## src/rtl/seg_sched_pkg.sv

```systemverilog
// Shared definitions for the segment-display frame scheduler:
// FSM encoding, default timing parameters and the blink masking helper.
package seg_sched_pkg;

    localparam int NUM_REQ       = 3;
    localparam int DEF_SHIFT_LEN = 64;
    localparam int DEF_GAP_LEN   = 4;

    typedef enum logic [2:0] {
        ST_IDLE  = 3'd0,
        ST_LATCH = 3'd1,
        ST_LOAD  = 3'd2,
        ST_SHIFT = 3'd3,
        ST_GAP   = 3'd4
    } state_t;

    // A blinking digit is blanked while the blink phase is high.
    function automatic logic [7:0] blink_mask(input logic [7:0] les,
                                              input logic [7:0] blink,
                                              input logic       phase);
        return les & ~(blink & {8{phase}});
    endfunction

endpackage

```

## src/rtl/rr_arb3.sv

```systemverilog
// Three-way round-robin arbiter: the search starts one past the last winner.
module rr_arb3 (
    input  logic [2:0] req,
    input  logic [1:0] last,
    output logic [2:0] winner,
    output logic [1:0] index
);

    logic [1:0] first_s;
    logic [1:0] second_s;
    logic [1:0] third_s;

    // Rotate the priority order and pick the first active requester.
    always_comb begin
        first_s  = 2'd0;
        second_s = 2'd1;
        third_s  = 2'd2;
        winner   = 3'b000;
        index    = last;
        case (last)
            2'd0: begin
                first_s  = 2'd1;
                second_s = 2'd2;
                third_s  = 2'd0;
            end
            2'd1: begin
                first_s  = 2'd2;
                second_s = 2'd0;
                third_s  = 2'd1;
            end
            default: begin
                first_s  = 2'd0;
                second_s = 2'd1;
                third_s  = 2'd2;
            end
        endcase
        if (req[first_s]) begin
            index  = first_s;
            winner = 3'b001 << first_s;
        end else if (req[second_s]) begin
            index  = second_s;
            winner = 3'b001 << second_s;
        end else if (req[third_s]) begin
            index  = third_s;
            winner = 3'b001 << third_s;
        end else begin
            index  = last;
            winner = 3'b000;
        end
    end

endmodule

```

## src/rtl/seg_frame_sched.sv

```systemverilog
// Frame scheduler feeding a segment-display serializer from three requesters,
// with round-robin arbitration and automatic refresh frames for blinking digits.
module seg_frame_sched
    import seg_sched_pkg::*;
#(
    parameter int SHIFT_LEN = DEF_SHIFT_LEN,
    parameter int GAP_LEN   = DEF_GAP_LEN
) (
    input  logic        clk,
    input  logic        rst_n,
    input  logic [2:0]  req,
    input  logic [95:0] hexs_in,
    input  logic [23:0] les_in,
    input  logic [23:0] points_in,
    input  logic [23:0] blink_in,
    input  logic        blink_tick,
    output logic [31:0] HEXS,
    output logic [7:0]  LES,
    output logic [7:0]  POINTS,
    output logic        load,
    output logic [2:0]  grant,
    output logic        busy
);

    localparam int CNT_MAX = (SHIFT_LEN > GAP_LEN) ? SHIFT_LEN : GAP_LEN;
    localparam int CNT_W   = $clog2(CNT_MAX) + 1;

    state_t             state_r;
    state_t             state_s;
    logic [CNT_W-1:0]   cnt_r;
    logic [CNT_W-1:0]   cnt_s;
    logic [1:0]         last_r;
    logic               phase_r;
    logic               pend_r;
    logic               sent_r;
    logic [31:0]        hexs_r;
    logic [7:0]         les_r;
    logic [7:0]         points_r;
    logic               load_r;
    logic [2:0]         grant_r;
    logic               busy_r;

    logic [2:0]         win_onehot_s;
    logic [1:0]         win_idx_s;
    logic [31:0]        sel_hexs_s;
    logic [7:0]         sel_les_s;
    logic [7:0]         sel_points_s;
    logic [7:0]         sel_blink_s;
    logic               busy_s;
    logic               tick_refresh_s;

    rr_arb3 u_arb (
        .req    (req),
        .last   (last_r),
        .winner (win_onehot_s),
        .index  (win_idx_s)
    );

    // Route the most recently granted requester's inputs to the frame latch.
    always_comb begin
        sel_hexs_s   = hexs_in[95:64];
        sel_les_s    = les_in[23:16];
        sel_points_s = points_in[23:16];
        sel_blink_s  = blink_in[23:16];
        case (last_r)
            2'd0: begin
                sel_hexs_s   = hexs_in[31:0];
                sel_les_s    = les_in[7:0];
                sel_points_s = points_in[7:0];
                sel_blink_s  = blink_in[7:0];
            end
            2'd1: begin
                sel_hexs_s   = hexs_in[63:32];
                sel_les_s    = les_in[15:8];
                sel_points_s = points_in[15:8];
                sel_blink_s  = blink_in[15:8];
            end
            default: begin
                sel_hexs_s   = hexs_in[95:64];
                sel_les_s    = les_in[23:16];
                sel_points_s = points_in[23:16];
                sel_blink_s  = blink_in[23:16];
            end
        endcase
    end

    // Next-state and cycle counter for the frame sequence.
    always_comb begin
        state_s = state_r;
        cnt_s   = cnt_r;
        case (state_r)
            ST_IDLE: begin
                if ((req != 3'b000) || pend_r) begin
                    state_s = ST_LATCH;
                end else begin
                    state_s = ST_IDLE;
                end
            end
            ST_LATCH: begin
                state_s = ST_LOAD;
            end
            ST_LOAD: begin
                state_s = ST_SHIFT;
                cnt_s   = CNT_W'(SHIFT_LEN - 1);
            end
            ST_SHIFT: begin
                if (cnt_r == {CNT_W{1'b0}}) begin
                    state_s = ST_GAP;
                    cnt_s   = CNT_W'(GAP_LEN - 1);
                end else begin
                    cnt_s   = cnt_r - CNT_W'(1);
                end
            end
            ST_GAP: begin
                if (cnt_r == {CNT_W{1'b0}}) begin
                    state_s = ST_IDLE;
                    cnt_s   = {CNT_W{1'b0}};
                end else begin
                    cnt_s   = cnt_r - CNT_W'(1);
                end
            end
            default: begin
                state_s = ST_IDLE;
                cnt_s   = {CNT_W{1'b0}};
            end
        endcase
    end

    // A blink tick only needs a refresh when the shown requester actually blinks.
    always_comb begin
        busy_s = (state_s == ST_LATCH) || (state_s == ST_LOAD) || (state_s == ST_SHIFT);
        tick_refresh_s = blink_tick && (sent_r || (state_r == ST_LATCH)) &&
                         (sel_blink_s != 8'h00);
    end

    // State, arbitration record, frame latch and registered outputs.
    always_ff @(posedge clk) begin
        if (!rst_n) begin
            state_r  <= ST_IDLE;
            cnt_r    <= {CNT_W{1'b0}};
            last_r   <= 2'd2;
            phase_r  <= 1'b0;
            pend_r   <= 1'b0;
            sent_r   <= 1'b0;
            hexs_r   <= 32'h0000_0000;
            les_r    <= 8'h00;
            points_r <= 8'h00;
            load_r   <= 1'b0;
            grant_r  <= 3'b000;
            busy_r   <= 1'b0;
        end else begin
            state_r <= state_s;
            cnt_r   <= cnt_s;
            load_r  <= (state_s == ST_LOAD);
            busy_r  <= busy_s;

            // Arbitration is resolved on the way into LATCH, so grant lands in LATCH.
            if ((state_r == ST_IDLE) && (req != 3'b000)) begin
                grant_r <= win_onehot_s;
                last_r  <= win_idx_s;
            end else begin
                grant_r <= 3'b000;
            end

            if (state_r == ST_LATCH) begin
                hexs_r   <= sel_hexs_s;
                points_r <= sel_points_s;
                les_r    <= blink_mask(sel_les_s, sel_blink_s, phase_r);
                sent_r   <= 1'b1;
            end

            if (blink_tick) begin
                phase_r <= ~phase_r;
            end

            if (tick_refresh_s) begin
                pend_r <= 1'b1;
            end else if (state_r == ST_LATCH) begin
                pend_r <= 1'b0;
            end
        end
    end

    assign HEXS   = hexs_r;
    assign LES    = les_r;
    assign POINTS = points_r;
    assign load   = load_r;
    assign grant  = grant_r;
    assign busy   = busy_r;

endmodule

```

## config.mk

```make
export PLATFORM = sky130hd
export DESIGN_NAME = seg_frame_sched
export DESIGN_NICKNAME = d
export VERILOG_FILES = /design/src/rtl/seg_sched_pkg.sv /design/src/rtl/rr_arb3.sv /design/src/rtl/seg_frame_sched.sv
export SDC_FILE = /design/constraint.sdc
export NUM_CORES = 1
export LEC_CHECK = 0
export CORE_ASPECT_RATIO = 1.2
export CORE_MARGIN = 2
export CORE_UTILIZATION = 39
export CTS_CLUSTER_DIAMETER = 120
export CTS_CLUSTER_SIZE = 10
export DETAILED_ROUTE_END_ITERATION = 16
export GPL_TIMING_DRIVEN = 0
export HOLD_SLACK_MARGIN = 0.15
export PLACE_DENSITY = 0.84
export SYNTH_ARGS = -nofsm -noshare
export SYNTH_HDL_FRONTEND = slang
export SYNTH_HIERARCHICAL = 1
export SYNTH_SLANG_ARGS = --single-unit
```

## constraint.sdc

```tcl
create_clock -name clk -period 2.2 [get_ports clk]
set_input_delay 0.22 -clock clk [delete_from_list [all_inputs] [get_ports clk]]
set_output_delay 0.22 -clock clk [all_outputs]
set_load 0.03 [all_outputs]
```

==> images/layer_met2.png <==
(4 px per µm)
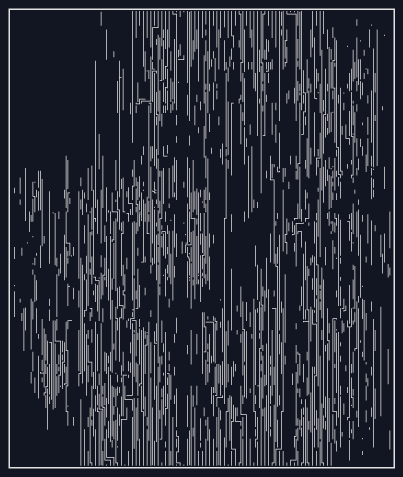
share of all routed wire	49%
wire length on this layer	7,210 µm
nets with wire on the layer	811
longest straight run	46.3 µm

==> images/io_fan.png <==
(2 px per µm)
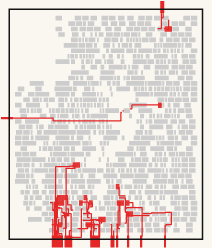
port	colour	bits	direction	edge	end cells	buffers	wire
`points_in`	red	24	input	21 bottom, 2 top, 1 left	16	24	620 µm

==> notes.md <==
run metrics: Commonest Layout Cell=clkdlybuf4s50_1, final worst slack=137 ps, outcome=complete, no violations, Post-DP Area=6370 µm², critical path class=reg -> reg, n_diodes=1, clock root cell=clkbuf_16, crit-path max FO=12, Gate power share=0.364, Main logic family=simple AND/OR/NAND/NOR gates, worst-margin pin slew=704 ps, max incr delay on CP=540 ps, unrepaired setup endpoints after global routing=false, # Cells Yosys=520, pre-CTS setup slack=58.3 ps, Overall Global Routing Usage=0.255, Critical path buffers and inverters=2, area fraction in mux cells=0.150, initial DRC count=186, sequential power share=0.307, comb pwr=0.00174 W, CTS Buf Count=9, Basic Gates by Area=0.245, Seq. cell area=1360 µm², # Max-Cap Violations=0, drt pass-1 iters=5, Worst-path clk slew=60 ps, cell family with most CP delay=buffers and inverters, Vias/cell=5.17, syn_nets=695, Setup crit end kind=flop, most frequent cells in the layout=clkdlybuf4s50_1, nand2_1, dfxtp_1, final setup TNS=0 ps, cts repair resizes=0, GPL Wtd Cong=0.883, register-to-register setup slack=140 ps, count of final setup violators=0, layout cells sized above 1=0.0512, clk latency late pin=330 ps, routed len/inst=16.4 µm, Seq share, synth=0.345, Leak=2.52 nW, Fin Hold WS=456 ps, WHS Endpoint=LES[7], post-route cell area=6700 µm², XOR-XNOR Cells, Area Fraction=0.00222, stage-log warning count=26, flip-flops with a built-in enable=0, vias in the first global route=4,405, final core occ=0.673, Comb/total area=0.355, fp_density=0.396, VDD IR max=530 µV, area grow syn2layout=69.7%, CORE AREA=9960 µm², largest net degree at the start of global routing=13, area leader, netlist=dfxtp_1, Syn Std Cell Area=3950 µm², Fillers=806, critical path, cell by cell=buf_2, buf_1, nor2_1, a21oi_1, o21ai_0, and2_1, Clock Buffer Count=10, CTS Hold Bufs=0, Post-route DRC=0, worst min path class=reg -> reg, Max-slew headroom=0.527, yosys adder share=0.00317, boundary pin count=227, Pwr Density=712 nW/µm²
==> images/placement.png <==
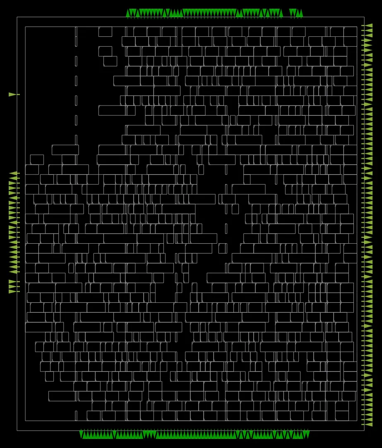
Non-Filler Instances: 889
sequential cell area share: 0.203

[cell usage after synthesis (2+ instances only)]
| master | instances |
|---|---|
| nor3b_1 | 2 |
| or4_1 | 2 |
| mux2i_1 | 59 |
| nor2_1 | 66 |
| a211o_1 | 8 |
| a21boi_1 | 8 |
| buf_1 | 5 |
| buf_6 | 3 |
| inv_1 | 5 |
| buf_4 | 3 |
| and2_1 | 42 |
| nand2_1 | 68 |
| o21ai_1 | 3 |
| nand2b_1 | 4 |
| nand3_1 | 2 |
| nor2b_1 | 5 |
| clkbuf_1 | 21 |
| o21a_1 | 3 |
| o21ai_0 | 52 |
| nor3_1 | 4 |
| o21bai_1 | 2 |
| dfxtp_1 | 68 |
| buf_2 | 7 |
| and3_1 | 4 |
| a21oi_1 | 60 |
Power is estimated from default activity; no workload was simulated.
